**config.mk**
```make
export PLATFORM = sky130hd
export DESIGN_NAME = mem_copy_engine_flat
export DESIGN_NICKNAME = d
export VERILOG_FILES = /design/src/rtl/mem_copy_if.sv /design/src/rtl/mem_copy_engine.sv /design/src/flat_wrapper.sv
export SDC_FILE = /design/constraint.sdc
export NUM_CORES = 1
export LEC_CHECK = 0
export ABC_CLOCK_PERIOD_IN_PS = 5520
export CAP_MARGIN = 20
export CELL_PAD_IN_SITES_DETAIL_PLACEMENT = 0
export CELL_PAD_IN_SITES_GLOBAL_PLACEMENT = 1
export CORE_UTILIZATION = 38
export DETAILED_ROUTE_END_ITERATION = 6
export PLACE_DENSITY = 0.9
export SLEW_MARGIN = 20
export SYNTH_ARGS = -nofsm -noshare
export SYNTH_HDL_FRONTEND = slang
export SYNTH_SLANG_ARGS = --single-unit
```
**constraint.sdc**
```tcl
create_clock -name i_clk -period 5.52 [get_ports i_clk]
set_input_delay 1.104 -clock i_clk [delete_from_list [all_inputs] [get_ports i_clk]]
set_output_delay 1.104 -clock i_clk [all_outputs]
set_load 0.005 [all_outputs]
```
**src/rtl/mem_copy_if.sv**
```systemverilog
// rtl/mem_copy_if.sv - control and dual-port RAM bus bundle for mem_copy_engine
// slave = the engine, master = host plus RAM; fill ports exist only with MEM_COPY_FILL_EN.
interface mem_copy_if #(
    parameter int ADDR_W = 6,
    parameter int DATA_W = 16
);
    logic              start;
    logic              abort;
    logic [ADDR_W-1:0] src_base;
    logic [ADDR_W-1:0] dst_base;
    logic [ADDR_W:0]   len;
    logic              busy;
    logic              done;
    logic              aborted;
    logic [ADDR_W:0]   words_done;
    logic              ena;
    logic              wea;
    logic [ADDR_W-1:0] addra;
    logic [DATA_W-1:0] doa;
    logic              enb;
    logic              web;
    logic [ADDR_W-1:0] addrb;
    logic [DATA_W-1:0] dib;
`ifdef MEM_COPY_FILL_EN
    logic              fill_mode;
    logic [DATA_W-1:0] fill_data;
`endif

    modport master (
        output start, abort, src_base, dst_base, len, doa,
`ifdef MEM_COPY_FILL_EN
        output fill_mode, fill_data,
`endif
        input  busy, done, aborted, words_done,
        input  ena, wea, addra, enb, web, addrb, dib
    );

    modport slave (
        input  start, abort, src_base, dst_base, len, doa,
`ifdef MEM_COPY_FILL_EN
        input  fill_mode, fill_data,
`endif
        output busy, done, aborted, words_done,
        output ena, wea, addra, enb, web, addrb, dib
    );
endinterface

```
**src/rtl/mem_copy_engine.sv**
```systemverilog
// rtl/mem_copy_engine.sv - block copy engine driving both ports of a sync-read dual-port RAM
// Optional constant-fill mode is enabled by defining MEM_COPY_FILL_EN.
module mem_copy_engine #(
    parameter int ADDR_W = 6,
    parameter int DATA_W = 16
) (
    input  logic         i_clk,
    input  logic         i_rst_n,
    mem_copy_if.slave    bus
);
    typedef enum logic [1:0] {S_IDLE, S_RUN, S_DRAIN, S_DONE} state_t;

    localparam logic [ADDR_W:0]   CNT_ONE  = 1;
    localparam logic [ADDR_W-1:0] ADDR_ONE = 1;

    state_t            r_state;
    logic              r_busy, r_done, r_aborted;
    logic              r_ena, r_enb, r_web;
    logic [ADDR_W-1:0] r_addra, r_addrb, r_wr_addr;
    logic [ADDR_W:0]   r_len, r_rd_cnt, r_words_done;
    logic [DATA_W-1:0] w_wdata;
`ifdef MEM_COPY_FILL_EN
    logic              r_fill;
    logic [DATA_W-1:0] r_fill_data;
`endif

    always_ff @(posedge i_clk or negedge i_rst_n) begin
        if (!i_rst_n) begin
            r_state      <= S_IDLE;
            r_busy       <= 1'b0;
            r_done       <= 1'b0;
            r_aborted    <= 1'b0;
            r_ena        <= 1'b0;
            r_enb        <= 1'b0;
            r_web        <= 1'b0;
            r_addra      <= '0;
            r_addrb      <= '0;
            r_wr_addr    <= '0;
            r_len        <= '0;
            r_rd_cnt     <= '0;
            r_words_done <= '0;
`ifdef MEM_COPY_FILL_EN
            r_fill       <= 1'b0;
            r_fill_data  <= '0;
`endif
        end else begin
            case (r_state)
                S_IDLE: begin
                    if (bus.start) begin
                        r_words_done <= '0;
                        r_aborted    <= 1'b0;
                        r_len        <= bus.len;
                        r_wr_addr    <= bus.dst_base;
`ifdef MEM_COPY_FILL_EN
                        r_fill       <= bus.fill_mode;
                        r_fill_data  <= bus.fill_data;
`endif
                        if (bus.len == '0) begin
                            r_done  <= 1'b1;
                            r_state <= S_DONE;
                        end
`ifdef MEM_COPY_FILL_EN
                        else if (bus.fill_mode) begin
                            r_busy       <= 1'b1;
                            r_enb        <= 1'b1;
                            r_web        <= 1'b1;
                            r_addrb      <= bus.dst_base;
                            r_wr_addr    <= bus.dst_base + ADDR_ONE;
                            r_words_done <= CNT_ONE;
                            r_state      <= S_RUN;
                        end
`endif
                        else begin
                            r_busy   <= 1'b1;
                            r_ena    <= 1'b1;
                            r_addra  <= bus.src_base;
                            r_rd_cnt <= CNT_ONE;
                            r_state  <= S_RUN;
                        end
                    end
                end
                S_RUN: begin
`ifdef MEM_COPY_FILL_EN
                    if (r_fill) begin
                        // No read latency in fill mode, so the last write ends the transfer directly.
                        if (bus.abort || r_words_done == r_len) begin
                            r_enb     <= 1'b0;
                            r_web     <= 1'b0;
                            r_busy    <= 1'b0;
                            r_done    <= 1'b1;
                            r_aborted <= bus.abort && (r_words_done != r_len);
                            r_state   <= S_DONE;
                        end else begin
                            r_addrb      <= r_wr_addr;
                            r_wr_addr    <= r_wr_addr + ADDR_ONE;
                            r_words_done <= r_words_done + CNT_ONE;
                        end
                    end else
`endif
                    begin
                        // Every RUN cycle had a read in flight, so the next cycle writes it.
                        r_enb        <= 1'b1;
                        r_web        <= 1'b1;
                        r_addrb      <= r_wr_addr;
                        r_wr_addr    <= r_wr_addr + ADDR_ONE;
                        r_words_done <= r_words_done + CNT_ONE;
                        if (bus.abort || r_rd_cnt == r_len) begin
                            r_ena     <= 1'b0;
                            r_aborted <= bus.abort && (r_rd_cnt != r_len);
                            r_state   <= S_DRAIN;
                        end else begin
                            r_addra  <= r_addra + ADDR_ONE;
                            r_rd_cnt <= r_rd_cnt + CNT_ONE;
                        end
                    end
                end
                S_DRAIN: begin
                    r_enb   <= 1'b0;
                    r_web   <= 1'b0;
                    r_busy  <= 1'b0;
                    r_done  <= 1'b1;
                    r_state <= S_DONE;
                end
                S_DONE: begin
                    r_done    <= 1'b0;
                    r_aborted <= 1'b0;
                    r_state   <= S_IDLE;
                end
                default: r_state <= S_IDLE;
            endcase
        end
    end

    // Write data is the RAM read port passed straight through; gating keeps it 0 when idle or in reset.
`ifdef MEM_COPY_FILL_EN
    assign w_wdata = r_fill ? r_fill_data : bus.doa;
`else
    assign w_wdata = bus.doa;
`endif

    assign bus.dib        = r_enb ? w_wdata : '0;
    assign bus.busy       = r_busy;
    assign bus.done       = r_done;
    assign bus.aborted    = r_aborted;
    assign bus.words_done = r_words_done;
    assign bus.ena        = r_ena;
    assign bus.wea        = 1'b0;
    assign bus.addra      = r_addra;
    assign bus.enb        = r_enb;
    assign bus.web        = r_web;
    assign bus.addrb      = r_addrb;
endmodule

```
**src/flat_wrapper.sv**
```systemverilog
// flat-port wrapper written by rule: the top's interface ports become plain ports
module mem_copy_engine_flat 
#(
    parameter int ADDR_W = 6,
    parameter int DATA_W = 16
)
  (i_clk, i_rst_n, bus_start, bus_abort, bus_src_base, bus_dst_base, bus_len, bus_doa, bus_busy, bus_done, bus_aborted, bus_words_done, bus_ena, bus_wea, bus_addra, bus_enb, bus_web, bus_addrb, bus_dib);
  mem_copy_if #(.ADDR_W(ADDR_W), .DATA_W(DATA_W)) bus_i ();
  input  logic i_clk;
  input  logic i_rst_n;
  input wire logic [$bits(bus_i.start)-1:0] bus_start;
  input wire logic [$bits(bus_i.abort)-1:0] bus_abort;
  input wire logic [$bits(bus_i.src_base)-1:0] bus_src_base;
  input wire logic [$bits(bus_i.dst_base)-1:0] bus_dst_base;
  input wire logic [$bits(bus_i.len)-1:0] bus_len;
  input wire logic [$bits(bus_i.doa)-1:0] bus_doa;
  output wire logic [$bits(bus_i.busy)-1:0] bus_busy;
  output wire logic [$bits(bus_i.done)-1:0] bus_done;
  output wire logic [$bits(bus_i.aborted)-1:0] bus_aborted;
  output wire logic [$bits(bus_i.words_done)-1:0] bus_words_done;
  output wire logic [$bits(bus_i.ena)-1:0] bus_ena;
  output wire logic [$bits(bus_i.wea)-1:0] bus_wea;
  output wire logic [$bits(bus_i.addra)-1:0] bus_addra;
  output wire logic [$bits(bus_i.enb)-1:0] bus_enb;
  output wire logic [$bits(bus_i.web)-1:0] bus_web;
  output wire logic [$bits(bus_i.addrb)-1:0] bus_addrb;
  output wire logic [$bits(bus_i.dib)-1:0] bus_dib;
  assign bus_i.start = bus_start;
  assign bus_i.abort = bus_abort;
  assign bus_i.src_base = bus_src_base;
  assign bus_i.dst_base = bus_dst_base;
  assign bus_i.len = bus_len;
  assign bus_i.doa = bus_doa;
  assign bus_busy = bus_i.busy;
  assign bus_done = bus_i.done;
  assign bus_aborted = bus_i.aborted;
  assign bus_words_done = bus_i.words_done;
  assign bus_ena = bus_i.ena;
  assign bus_wea = bus_i.wea;
  assign bus_addra = bus_i.addra;
  assign bus_enb = bus_i.enb;
  assign bus_web = bus_i.web;
  assign bus_addrb = bus_i.addrb;
  assign bus_dib = bus_i.dib;
  mem_copy_engine #(.ADDR_W(ADDR_W), .DATA_W(DATA_W)) u_core (.i_clk(i_clk), .i_rst_n(i_rst_n), .bus(bus_i));
endmodule
```
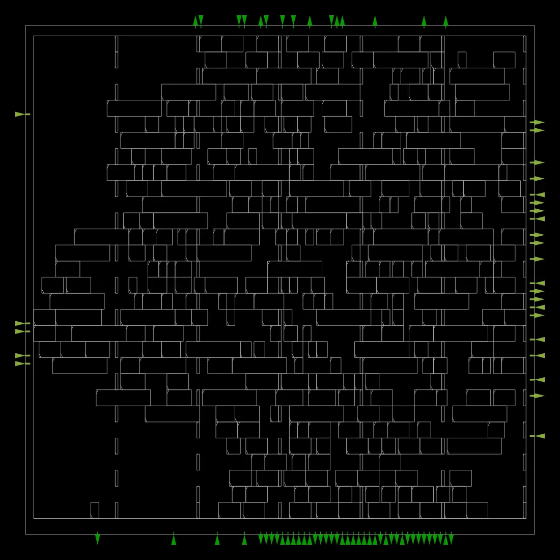
*Placed standard cells, run 1*
proportion of cell area occupied by registers: 0.316
final-layout fill cell count: 638

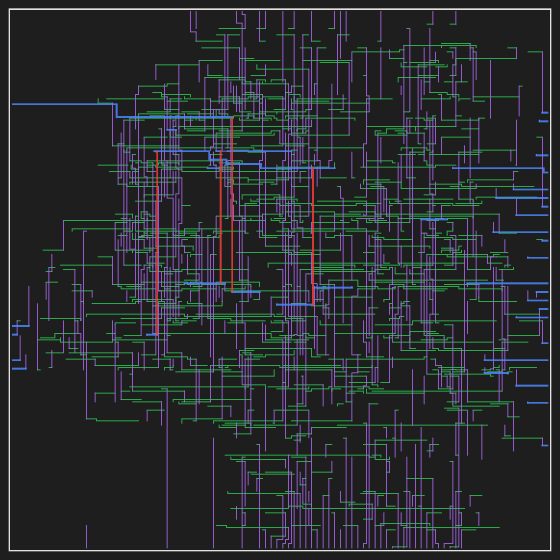
*Routed metal, one colour a layer, run 1*
Key: red = met4 [wire length 100 um]; purple = met2 [wire length 3230 um]; blue = met3 [wire length 216 um]; green = met1 [wire length 2900 um]

==> tab_implementation.tex, run 1 <==
% Implementation results table
\begin{tabular}{lr}
\hline
Metric & Value \\
\hline
\multicolumn{2}{l}{\textbf{Synth}} \\
\quad Synth top area share & 0.429 \\
\quad Synth Instances & 271 \\
\quad Cell count listed in synth\_stat.txt & 271 \\
\quad Yosys cell types & 52 \\
\quad Main area contributors after synthesis & dfrtp\_1, mux2\_2, and2\_1, ha\_1, o21ai\_0 \\
\quad Tally of yosys warning messages & 0 \\
\quad Synthesized net count & 318 \\
\quad Syn avg cell area & 9.91 um2 \\
\quad Share of synthesized registers carrying an async set or reset & 1.00 \\
\quad Number of flops mapped to enable cells by yosys & 0 \\
\quad Ranking of synthesized cells by instance count & dfrtp\_1, and2\_1, nor2\_1 \\
\quad Sequential element share of the synthesized area & 0.429 \\
\quad Chip area estimate from yosys synthesis & 2690 um2 \\
\quad Cell taking the most area after synthesis & dfrtp\_1 \\
\quad Synth Flop Type & dfrtp\_1 \\
\quad Most used standard cell by instance count after synthesis & dfrtp\_1 \\
\quad Cell area after technology mapping & 2690 um2 \\
\quad Number of flip-flops and latches in the synthesized netlist & 46 \\
\multicolumn{2}{l}{\textbf{Final timing}} \\
\quad Largest clock skew in the final design & 0.00894 ns \\
\quad Max frequency & 0.295 GHz \\
\quad Setup-violating endpoint count in the final report & 0 \\
\quad Clock period minus worst slack & 3.39 ns \\
\quad Tightest Pin Transition & 0.955 ns \\
\quad Setup repair after global routing missed its margin & no \\
\quad Setup TNS Final & 0 ns \\
\quad Normalized max-slew margin & 0.363 \\
\quad Number of max-slew violations in the final report & 0 \\
\quad Final hold violations & 0 \\
\quad Crit path setup slack, layout & 2.13 ns \\
\quad Tcrit/Tclk final & 0.615 \\
\multicolumn{2}{l}{\textbf{Power and ir drop}} \\
\quad Pwr per Cell Area & 483 nW/um2 \\
\quad Standby leakage power & 0.00146 uW \\
\quad IR Drop Worst-Case VDD & 0.000211 V \\
\multicolumn{2}{l}{\textbf{Setup path}} \\
\quad Number of cells traversed by the worst register-to-register path & 7 \\
\quad Sequence of cells on the critical path & clkdlybuf4s50\_1 -> nor2b\_1 -> a21oi\_1 -> nand2\_1 -> o21ai\_2 -> mux2\_4 \\
\quad R2R setup slack & 2.52 ns \\
\quad Family of cells with the greatest summed delay on the critical path & AND-OR/OR-AND gates \\
\quad Launching element type of the critical path & primary input \\
\quad Endpoint kind of the worst setup timing path & register \\
\quad Data required time of the critical path & 5.72 ns \\
\quad Arr. time, crit path & 3.59 ns \\
\quad Crit path buffers/inverters & 1 \\
\quad Critical setup path kind & in2reg \\
\quad Largest stage delay, worst path & 0.76 ns \\
\quad Worst reg2reg path endpoint & u\_core.bus.addra[1] \\
\quad FF-to-FF Start & u\_core.r\_state[1] \\
\quad Critical path fanouts, max & 13 \\
\quad Slowest library cell on the worst path & a21oi\_1 \\
\quad Startpoint of the worst setup timing path & bus\_start \\
\multicolumn{2}{l}{\textbf{Floorplanning}} \\
\quad Chip width & 86.1 um \\
\quad Chip Area & 7410 um2 \\
\quad Die extent in y & 86.1 um \\
\quad Num rows & 30 \\
\quad Core area & 6790 um2 \\
\quad Boundary Pins & 81 \\
\quad Floorplan utilization & 0.395 \\
\multicolumn{2}{l}{\textbf{Min path}} \\
\quad Hold path cells & 1 \\
\quad Min-Delay Endpoint & u\_core.bus.addrb[1] \\
\quad Hold path start & u\_core.bus.addrb[1] \\
\quad Kind of path behind the tightest hold check & reg2reg \\
\multicolumn{2}{l}{\textbf{Clock network}} \\
\quad Post-cts hold-fix buffer tally & 0 \\
\quad CTS Sinks & 46 \\
\quad Clock Root Buffer & clkbuf\_8 \\
\quad Number of setup buffers added after CTS & 0 \\
\quad Post-CTS clock slew at the launch and capture registers of the worst setup and hold paths & 0.08 ns \\
\quad CTS tree & yes \\
\quad H-tree levels & 2 \\
\quad Clock network latency to the later pin of the worst-skew pair & 0.31 ns \\
\quad Cells resized by post-CTS repair & 0 \\
\quad Clock buffer count from CTS & 5 \\
\quad Maximum buffer depth of the clock tree & 2 \\
\multicolumn{2}{l}{\textbf{Global routing}} \\
\quad Pin count of the biggest net entering global routing & 47 \\
\quad Overflow left after global routing & 0 \\
\quad Number of global-route vias before repair & 2271 \\
\quad Wire length of the first global-routing pass & 10800 um \\
\quad Total global-route track usage & 0.186 \\
\quad Initial antenna violation count & 0 \\
\multicolumn{2}{l}{\textbf{Route}} \\
\quad Final Routed Wirelength & 6450 um \\
\quad Number of nets with antenna violations after detailed routing & 0 \\
\quad Routed vias/inst & 5.25 \\
\quad First-pass DRT Iterations & 4 \\
\quad DRC violation count after routing & 0 \\
\quad Vias after detailed routing & 2324 \\
\quad DRC violation total after the first TritonRoute iteration & 120 \\
\quad Final routed wire length divided by cell count & 14.6 um \\
\multicolumn{2}{l}{\textbf{Place}} \\
\quad Total half-perimeter wirelength after legalization and detailed placement & 4690 um \\
\quad Global placer's final weighted congestion & 0.894 \\
\quad Area of placed instances & 3530 um2 \\
\quad Post-Place Worst Slack & 1.81 ns \\
\quad Quantity of I/O buffers inserted on ports & 79 \\
\multicolumn{2}{l}{\textbf{Status}} \\
\quad Outcome & finished, final reports clean \\
\multicolumn{2}{l}{\textbf{Layout}} \\
\quad Area added between synthesis and finish & 35.7\% \\
\quad Diode count & 0 \\
\quad Final design instance area without fill & 3640 um2 \\
\quad Fraction of layout instances using a drive strength above 1 & 0.101 \\
\quad Number of nets in the layout & 393 \\
\multicolumn{2}{l}{\textbf{Flow run}} \\
\quad Count of max-cap constraint violations & 0 \\
\quad Tool Warnings & 29 \\
\hline
\end{tabular}
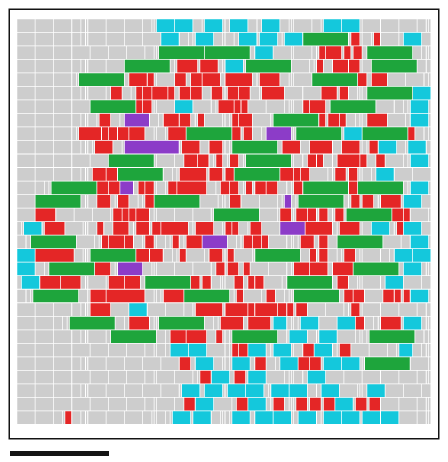
*Cell classes on the final placement, run 1*
Bar = 20 um. Fill, decap, tap and diode cells in grey.
Key: red = all other logic [cells 213, share of their area 42%]; purple = clock drivers and dummy loads [cells 8, share of their area 3.1%]; cyan = other buffers and delay cells [cells 80, share of their area 23%]; green = flops [cells 46, share of their area 33%]

## run 1: placed cells by master, fill, tap and decap left out, types with 6 or more instances in the layout
master,instances
clkdlybuf4s50_1,78
dfrtp_1,46
and2_1,18
nor2_1,18
o21ai_0,16
nand2_1,15
a21oi_1,15
mux2_2,14
nand3_1,12
inv_1,11
xnor2_1,8
ha_1,8
a31oi_1,7
and3_1,6
## run 1: worst max-delay path by stage
stage,end,cells past startpoint
6_report,u_core.bus.addra[1],6
3_3_place_gp,u_core.bus.addra[1],6
4_1_cts,u_core.bus.addra[1],6
3_5_place_dp,u_core.bus.addra[1],6
2_1_floorplan,bus_dib[0],1
5_1_grt,u_core.r_rd_cnt[5],6
## run 1: area by class of cell
class | instances | area, um2
Clock inverter | 2 | 37.5
Sequential cell | 46 | 1150
Timing Repair Buffer | 80 | 796
Tap cell | 96 | 120
Clock buffer | 6 | 72.6
Inverter | 12 | 45.0
Multi-Input combinational cell | 201 | 1420
Fill cell | 638 | 3150
## run 1: per-layer routing
layer	track usage	vias up	share of wire
li1	-	1128	-
met1	0.232	1142	0.45
met2	0.320	45	0.50
met3	0.0308	9	0.033
met4	0.0727	0	0.015
met5	0	-	0
## run 1: through the flow
step           power, uW   util  hold WS (ns)  std cells
2_1_floorplan       1160      -         0.471        271
3_3_place_gp        1490  0.520         0.490        435
3_5_place_dp        1510  0.520         0.495        435
4_1_cts             1770  0.536         0.517        443
5_1_grt             1900  0.536         0.544        443
6_report            1760  0.536         0.511        443
## run 1: report_power, final
| group | internal [uW] | switching [uW] |
|---|---|---|
| Combinational | 481 | 417 |
| Sequential | 471 | 134 |
| Clock | 135 | 120 |
| Total | 1090 | 672 |
## run 1: cell families (layout without fill, tap and decap cells)
logic type / after synthesis / in the layout / share of synthesized area
AND-OR/OR-AND: 68 / 68 / 0.170
XOR/XNOR: 11 / 11 / 0.0359
adder cells (fa/ha/maj): 8 / 8 / 0.0373
buffers and inverters: 24 / 100 / 0.0419
flip-flops: 46 / 46 / 0.429
multiplexers: 20 / 20 / 0.0848
other: 1 / 1 / 0.00140
AND/OR/NAND/NOR: 93 / 93 / 0.200
## run 1: registers in the layout, summed over array words and instances (netlist names), 2 cells and up
name and cells:
u_core.bus.addra 6, u_core.bus.addrb 6, u_core.bus.words_done 7, u_core.r_len 7, u_core.r_rd_cnt 7, u_core.r_state 2
u_core.r_wr_addr 6
### Wire density map, run 1

17 x 17 tiles, from black (low) to pale yellow (high), scaled to the fullest tile. Values are wire area over tile area, all layers added.
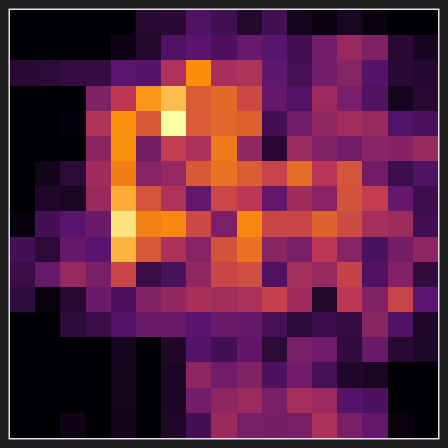

## Run 2: what changed since run 1
ABC_CLOCK_PERIOD_IN_PS = 2900   (was 5520)
CORE_UTILIZATION = 32   (was 38)
PLACE_DENSITY = 0.81   (was 0.9)
clock period = 2.9 ns   (was 5.52 ns; I/O delays follow)
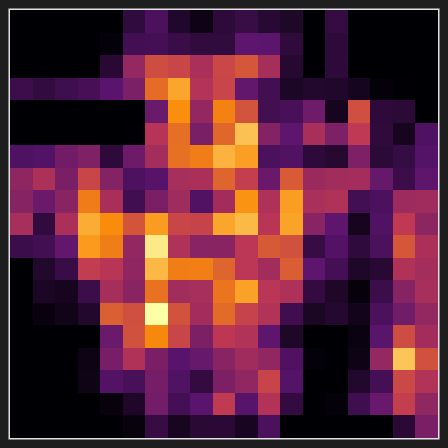
*Wire density map, run 2*
19 x 19 tiles, from black (low) to pale yellow (high), scaled to the fullest tile. Values are wire area over tile area, all layers added.
19% of the tiles are over half the peak. 22% of the tiles are nearly empty. The densest ninth of the die: centre. The fullest tile reaches 0.44.

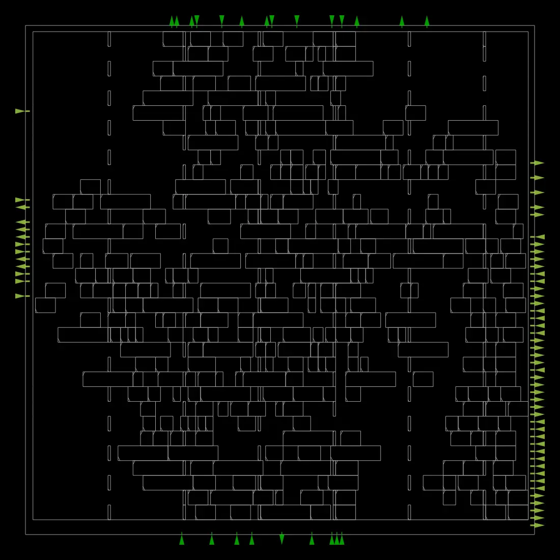
*Placed standard cells, run 2*
final-layout fill cell count: 786
final standard cell count with taps included and fillers excluded: 456
final core utilization: 0.450

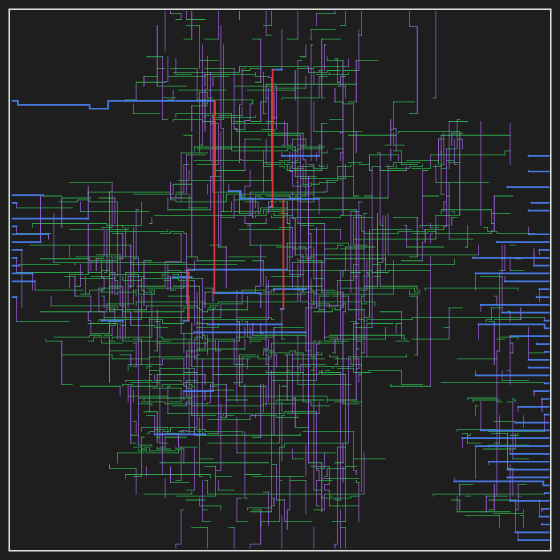
*Routed metal, one colour a layer, run 2*
total global-route track usage: 0.160
vias after detailed routing: 2358
Final Routed Wirelength: 6630 um
final routed wire length divided by cell count: 14.5 um

==> run 2 against run 1 <==
Against the previous run: hold slack got worse by 0.32 ns; sequential share of layout area decreased by 0.29 points; non-clock buffer count increased by 4; cell count increased by 2.9%; clock power increased by 75%; setup slack got worse by 1.4 ns; design area increased by 0.93%; via count increased by 1.5%; global-route usage decreased by 2.6 points; first-iteration DRC count increased by 24%; sequential cell count unchanged; routed wire length increased by 2.8%.
==> tab_implementation.tex, run 2 <==
% Implementation results table
\begin{tabular}{lr}
\hline
Metric & Value \\
\hline
\multicolumn{2}{l}{\textbf{Route}} \\
\quad First-pass DRT Iterations & 5 (+1) \\
\quad Routed vias/inst & 5.17 (-1.4\%) \\
\quad DRC violation total after the first TritonRoute iteration & 149 (+24\%) \\
\quad DRC violation count after routing & 0 (unchanged) \\
\multicolumn{2}{l}{\textbf{Synth}} \\
\quad Syn avg cell area & 9.91 um2 (unchanged) \\
\quad Yosys cell types & 52 (unchanged) \\
\quad Synth Flop Type & dfrtp\_1 \\
\quad Cell count listed in synth\_stat.txt & 271 (unchanged) \\
\quad Sequential element share of the synthesized area & 0.429 (unchanged) \\
\quad Cell taking the most area after synthesis & dfrtp\_1 \\
\quad Synth top area share & 0.429 (unchanged) \\
\quad Share of synthesized registers carrying an async set or reset & 1.00 (unchanged) \\
\quad Synth Instances & 271 (unchanged) \\
\quad Ranking of synthesized cells by instance count & dfrtp\_1, and2\_1, nor2\_1 \\
\quad Main area contributors after synthesis & dfrtp\_1, mux2\_2, and2\_1, ha\_1, o21ai\_0 \\
\quad Tally of yosys warning messages & 0 (unchanged) \\
\quad Most used standard cell by instance count after synthesis & dfrtp\_1 \\
\multicolumn{2}{l}{\textbf{Power and ir drop}} \\
\quad Share of total power in combinational logic & 0.518 (+0.007) \\
\quad Share of total power in the clock network & 0.133 (-0.012) \\
\quad Switching pwr & 1300 uW (+94\%) \\
\quad IR Drop Worst-Case VDD & 0.000358 V (+70\%) \\
\quad Pwr per Cell Area & 911 nW/um2 (+89\%) \\
\quad Switching part of the total power & 0.389 (+0.00734) \\
\quad Pint & 2050 uW (+88\%) \\
\quad Standby leakage power & 0.00149 uW (+1.4\%) \\
\multicolumn{2}{l}{\textbf{Layout}} \\
\quad Area used by sequential logic in the layout & 1150 um2 (unchanged) \\
\quad Area occupied by multi-input gates & 1420 um2 (unchanged) \\
\quad Number of nets in the layout & 397 (+1.0\%) \\
\quad Diode count & 0 (unchanged) \\
\quad Area added between synthesis and finish & 36.9\% \\
\quad Fraction of layout instances using a drive strength above 1 & 0.114 (+0.0131) \\
\multicolumn{2}{l}{\textbf{Setup path}} \\
\quad R2R setup slack & 0.78 ns (-1.74 ns) \\
\quad Critical setup path kind & in2out \\
\quad Launching element type of the critical path & primary input \\
\quad Endpoint kind of the worst setup timing path & output pin \\
\quad Arr. time, crit path & 1.64 ns (-1.95 ns) \\
\quad FF-to-FF Start & u\_core.r\_state[1] \\
\quad Family of cells with the greatest summed delay on the critical path & buffers and inverters \\
\quad Number of cells traversed by the worst register-to-register path & 7 (unchanged) \\
\quad Worst reg2reg path endpoint & u\_core.r\_rd\_cnt[3] \\
\quad Sequence of cells on the critical path & clkdlybuf4s50\_1 -> and2\_1 -> clkdlybuf4s50\_1 \\
\multicolumn{2}{l}{\textbf{Clock network}} \\
\quad Clock buffer count from CTS & 5 (unchanged) \\
\quad CTS tree & yes \\
\quad Cells resized by post-CTS repair & 0 (unchanged) \\
\quad H-tree levels & 2 (unchanged) \\
\quad Post-CTS clock slew at the launch and capture registers of the worst setup and hold paths & 0.09 ns (about the same) \\
\quad Number of setup buffers added after CTS & 0 (unchanged) \\
\multicolumn{2}{l}{\textbf{Final timing}} \\
\quad Setup repair after global routing missed its margin & no \\
\quad Setup-violating endpoint count in the final report & 0 (unchanged) \\
\quad Clock period minus worst slack & 2.22 ns \\
\quad Largest clock skew in the final design & 0.00824 ns (-0.000701 ns) \\
\quad Final hold slack & 0.191 ns (-0.320 ns) \\
\quad Tcrit/Tclk final & 0.766 \\
\quad Max frequency & 0.450 GHz \\
\quad Final hold violations & 0 (unchanged) \\
\quad Number of max-slew violations in the final report & 0 (unchanged) \\
\quad Setup TNS Final & 0 ns (unchanged) \\
\multicolumn{2}{l}{\textbf{Global routing}} \\
\quad Wire length of the first global-routing pass & 11000 um (+2.0\%) \\
\quad Overflow left after global routing & 0 (unchanged) \\
\quad Global Route met3 Usage & 0.0341 (+0.00335) \\
\quad Initial antenna violation count & 0 (unchanged) \\
\quad Most Used Layer, Global Route & met2 \\
\quad Routing usage on met1 & 0.215 (-0.0171) \\
\quad Fraction of met2 tracks used by global routing & 0.260 (-0.0605) \\
\multicolumn{2}{l}{\textbf{Floorplanning}} \\
\quad Floorplan utilization & 0.329 (-0.0668) \\
\quad Chip Area & 8760 um2 (+18\%) \\
\quad Num rows & 33 (+10\%) \\
\quad Chip width & 93.6 um (+8.8\%) \\
\quad Die extent in y & 93.6 um (+8.8\%) \\
\multicolumn{2}{l}{\textbf{Min path}} \\
\quad Kind of path behind the tightest hold check & in2async \\
\multicolumn{2}{l}{\textbf{Place}} \\
\quad Global placer's final weighted congestion & 0.815 (-8.8\%) \\
\quad Quantity of I/O buffers inserted on ports & 79 (unchanged) \\
\multicolumn{2}{l}{\textbf{Flow run}} \\
\quad Tool Warnings & 29 (unchanged) \\
\quad Count of max-cap constraint violations & 0 (unchanged) \\
\multicolumn{2}{l}{\textbf{Status}} \\
\quad Outcome & finished, final reports clean \\
\hline
\end{tabular}
run 2: kinds of logic after synthesis:
group                      after synthesis  synth area share
muxes                                   20            0.0848
adders and majority gates                8            0.0373
xor gates and xnor gates                11            0.0359
other                                    1           0.00140
DFF                                     46             0.429
AOI/OAI and AO/OA                       68             0.170
and+or+nand+nor                         93             0.200
buffers and inverters                   24            0.0419
run 2: final cells by class:
cell class | instances | share of cell area
multi-input cells | 201 | 0.387
clock buffers | 7 | 0.0262
inverters | 12 | 0.0122
flip-flops and latches | 46 | 0.313
well taps | 105 | 0.0357
repair buffers | 84 | 0.224
clock inverters | 1 | 0.00238
run 2: through the flow:
stage,setup WS (ns),cells,instance area [um2]
2_1_floorplan,1.12,271,2690
3_3_place_gp,0.460,448,3570
3_5_place_dp,0.427,448,3570
4_1_cts,0.670,456,3680
5_1_grt,0.609,456,3680
6_report,0.679,456,3680
run 2: worst reg2reg max path, stage by stage, from the launching register on:
cell      delay (ns)
dfrtp_1         0.42
inv_1           0.09
ha_1            0.24
buf_4           0.22
nand2b_1        0.26
nand2_1         0.22
or4_1           0.51
nand3_1         0.09
run 2: worst max path at each step:
stage	from	endpoint	slack [ns]	depth (start not counted)
after floorplan	u_core.r_state[0]	u_core.r_rd_cnt[5]	1.12	8
after global routing	u_core.bus.enb	bus_dib[3]	0.61	2
final	bus_doa[4]	bus_dib[4]	0.68	3
after global placement	bus_len[2]	u_core.bus.addra[0]	0.46	6
after detailed placement	bus_len[2]	u_core.bus.addra[0]	0.43	6
after CTS	bus_doa[14]	bus_dib[14]	0.67	3
run 2: metal layers:
metal / share of wire / up-vias / routed length [um]
li1: - / 1134 / -
met1: 0.47 / 1133 / 3090
met2: 0.45 / 83 / 3000
met3: 0.068 / 8 / 452
met4: 0.013 / 0 / 85
met5: 0 / - / 0
run 2: power by group through the flow:
stage	clock network (uW)	registers, uW	logic (uW)
floorplan	0	1110	1110
global placement	0	1180	1710
detailed placement	0	1180	1740
CTS	455	1170	1750
global route	485	1220	1930
finish	447	1170	1740
### Cell classes on the final placement, run 2

Bar = 20 um. Fill, decap, tap and diode cells in grey.
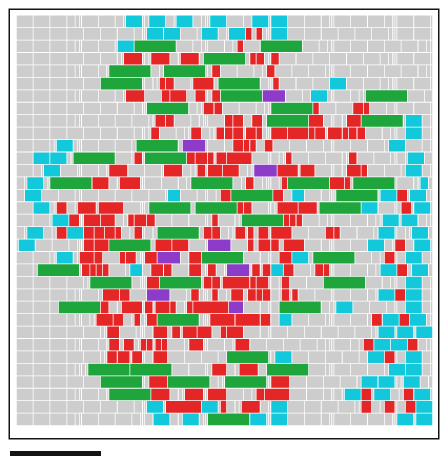

## Run 3: what changed since run 2
ABC_CLOCK_PERIOD_IN_PS = 1900   (was 2900)
clock period = 1.9 ns   (was 2.9 ns; I/O delays follow)
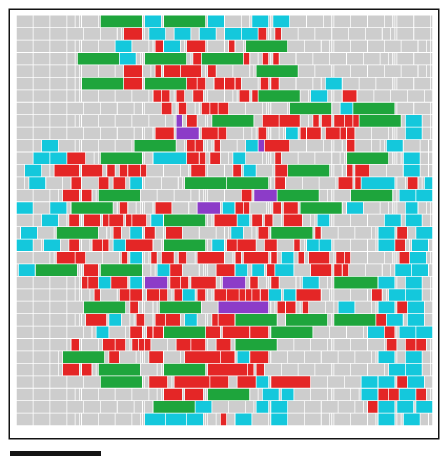
*Cell classes on the final placement, run 3*
Bar = 20 um. Fill, decap, tap and diode cells in grey.
Key: green = flops [cells 46, share of their area 30%]; purple = clock drivers and dummy loads [cells 8, share of their area 2.7%]; red = all other logic [cells 213, share of their area 39%]; cyan = other buffers and delay cells [cells 116, share of their area 28%]

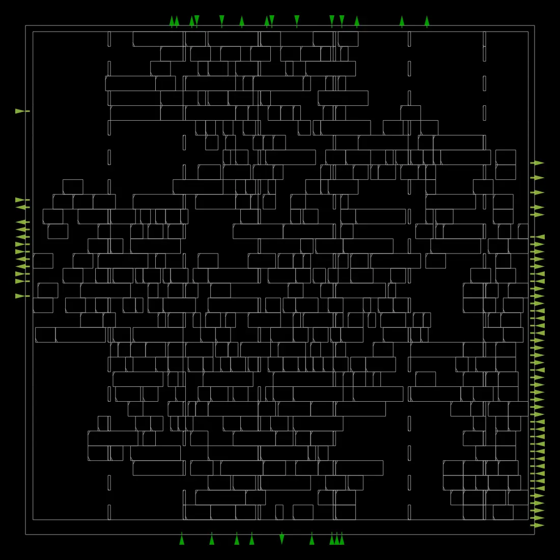
*Placed standard cells, run 3*
final core utilization: 0.492
number of sequential storage elements: 46
final-layout fill cell count: 760
final standard cell count with taps included and fillers excluded: 488

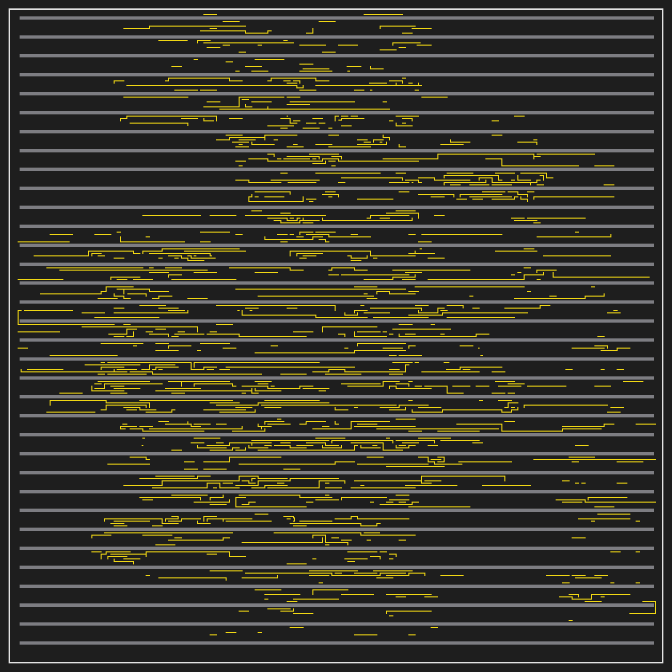
*M1 wires, run 3*
Supply wires on this layer in grey.
The layer carries 3190 um of wire. The wires run mostly horizontal. 357 nets have wire on it.

==> run 3 against run 2 <==
Against the previous run: routed wire length is 4.3% higher; setup slack worse by 0.61 ns; register-to-register slack worse by 0.70 ns; sequential power is about 50% higher; critical path type is now reg2out; highest routed layer unchanged.
==> tab_implementation.tex, run 3 <==
% Implementation results table
\begin{tabular}{lr}
\hline
Metric & Value \\
\hline
\multicolumn{2}{l}{\textbf{Status}} \\
\quad Outcome & finished, final reports clean \\
\multicolumn{2}{l}{\textbf{Global routing}} \\
\quad Overflow left after global routing & 0 (unchanged) \\
\quad Wire length of the first global-routing pass & 11000 um (+0.51\%) \\
\quad Initial antenna violation count & 0 (unchanged) \\
\quad Total global-route track usage & 0.160 (-0.000465) \\
\multicolumn{2}{l}{\textbf{Clock network}} \\
\quad CTS tree & yes \\
\quad Clock buffer count from CTS & 5 (unchanged) \\
\quad Post-CTS clock slew at the launch and capture registers of the worst setup and hold paths & 0.09 ns (about the same) \\
\quad H-tree levels & 2 (unchanged) \\
\quad CTS Sinks & 46 \\
\multicolumn{2}{l}{\textbf{Synth}} \\
\quad Synth Instances & 271 (unchanged) \\
\quad Tally of yosys warning messages & 0 (unchanged) \\
\quad Cell count listed in synth\_stat.txt & 271 (unchanged) \\
\quad Cell taking the most area after synthesis & dfrtp\_1 \\
\quad Yosys cell types & 52 (unchanged) \\
\quad Ranking of synthesized cells by instance count & dfrtp\_1, and2\_1, nor2\_1 \\
\quad Sequential element share of the synthesized area & 0.429 (unchanged) \\
\quad Share of synthesized registers carrying an async set or reset & 1.00 (unchanged) \\
\quad Main area contributors after synthesis & dfrtp\_1, mux2\_2, and2\_1, ha\_1, o21ai\_0 \\
\quad Most used standard cell by instance count after synthesis & dfrtp\_1 \\
\quad Synth top area share & 0.429 (unchanged) \\
\quad Syn avg cell area & 9.91 um2 (unchanged) \\
\multicolumn{2}{l}{\textbf{Layout}} \\
\quad Fraction of layout instances using a drive strength above 1 & 0.204 (+0.0897) \\
\quad Diode count & 0 (unchanged) \\
\quad Number of nets in the layout & 429 (+8.1\%) \\
\quad Area added between synthesis and finish & 49.7\% \\
\quad Commonest non-fill, non-tap cell in the layout & clkdlybuf4s50\_1 \\
\quad Final design instance area without fill & 4020 um2 (+9.3\%) \\
\multicolumn{2}{l}{\textbf{Route}} \\
\quad Final routed wire length divided by cell count & 14.2 um (-2.5\%) \\
\quad Vias after detailed routing & 2467 (+4.6\%) \\
\quad Routed vias/inst & 5.06 (-2.2\%) \\
\quad Final Routed Wirelength & 6910 um (+4.3\%) \\
\quad DRC violation total after the first TritonRoute iteration & 58 (-61\%) \\
\multicolumn{2}{l}{\textbf{Final timing}} \\
\quad Final hold violations & 0 (unchanged) \\
\quad Crit path setup slack, layout & 0.0729 ns (-0.606 ns) \\
\quad Setup repair after global routing missed its margin & yes \\
\quad Final hold slack & 0.0564 ns (-0.135 ns) \\
\quad Max frequency & 0.547 GHz \\
\quad Tcrit/Tclk final & 0.962 \\
\quad Setup-violating endpoint count in the final report & 0 (unchanged) \\
\quad Largest clock skew in the final design & 0.00730 ns (-0.000946 ns) \\
\quad Number of max-slew violations in the final report & 0 (unchanged) \\
\multicolumn{2}{l}{\textbf{Place}} \\
\quad Global placer's final weighted congestion & 0.843 (+3.5\%) \\
\quad Area of placed instances & 3830 um2 (+7.2\%) \\
\quad Quantity of I/O buffers inserted on ports & 79 (unchanged) \\
\quad Post-Place Worst Slack & -0.293 ns (-0.721 ns) \\
\quad Count of placed standard cells including taps & 479 (+6.9\%) \\
\multicolumn{2}{l}{\textbf{Setup path}} \\
\quad Endpoint kind of the worst setup timing path & output pin \\
\quad Critical setup path kind & reg2out \\
\quad Arr. time, crit path & 1.45 ns (-0.19 ns) \\
\quad Sequence of cells on the critical path & and2\_1 -> clkdlybuf4s50\_1 \\
\quad Launching element type of the critical path & register \\
\quad R2R setup slack & 0.08 ns (-0.70 ns) \\
\multicolumn{2}{l}{\textbf{Floorplanning}} \\
\quad Die extent in y & 93.6 um (unchanged) \\
\quad Num rows & 33 (unchanged) \\
\quad Chip Area & 8760 um2 (unchanged) \\
\quad Floorplan utilization & 0.329 (unchanged) \\
\quad Chip width & 93.6 um (unchanged) \\
\quad Core area & 8180 um2 \\
\multicolumn{2}{l}{\textbf{Min path}} \\
\quad Kind of path behind the tightest hold check & in2async \\
\multicolumn{2}{l}{\textbf{Flow run}} \\
\quad Tool Warnings & 31 (+6.9\%) \\
\hline
\end{tabular}
## run 3: cell types whose count changed in the layout (fill, tap and decap cells not counted), sizes merged
cell,change
dlymetal6s2s,+2
bufinv,+1
clkdlybuf4s50,-2
clkinv,-1
buf,+32
## run 3: per-stage QoR
stage	TNS, ns	utilization
after floorplan	0	-
after global placement	-3.02	0.469
after detailed placement	-3.24	0.469
after CTS	-0.00766	0.484
after global routing	-0.0812	0.492
final	0	0.492
## run 3: repair_timing
action / 4_1_cts / 5_1_grt
resized: 4 / 13
pin swaps: 1 / 2
endpoints found under the setup margin: 25 / 28
hold buffers: 0 / 0
setup buffers: 0 / 1
## run 3: worst paths after layout
check	start	to	cells after the start
min	i_rst_n	u_core.bus.words_done[5]	2
max in group asynchronous	i_rst_n	u_core.bus.enb	2
min reg2reg	u_core.r_rd_cnt[6]	u_core.r_rd_cnt[6]	1
min in group i_clk	bus_len[2]	u_core.r_len[2]	2
max reg2reg	u_core.r_state[0]	u_core.bus.addra[0]	7
max	u_core.bus.enb	bus_dib[10]	2
## run 3: final cells by class
type / instances / area (um2)
Clock buffer: 7 / 76.3
Fill cell: 760 / 4150
Tap cell: 105 / 131
Multi-Input combinational cell: 201 / 1490
Sequential cell: 46 / 1150
Clock inverter: 1 / 30.0
Inverter: 12 / 45.0
Timing Repair Buffer: 116 / 1100
## run 3: kinds of logic after synthesis
kind of cell,after synthesis,share of synthesized area
flip-flops,46,0.429
multiplexers,20,0.0848
adder cells (fa/ha/maj),8,0.0373
buffers and inverters,24,0.0419
XOR/XNOR,11,0.0359
AND-OR/OR-AND,68,0.170
AND/OR/NAND/NOR,93,0.200
other,1,0.00140
## run 3: per-layer routing
| layer | vias to the layer above | GRT usage | part of all wire |
|---|---|---|---|
| met4 | 0 | 0.0474 | 0.015 |
| met3 | 11 | 0.0309 | 0.062 |
| li1 | 1195 | - | - |
| met2 | 78 | 0.267 | 0.46 |
| met5 | - | 0 | 0 |
| met1 | 1183 | 0.209 | 0.46 |
## run 3: power breakdown
group | switching (uW) | internal [uW]
Combinational | 1380 | 1740
Sequential | 375 | 1370
Clock | 339 | 394
Power and IR drop assume default switching activity.
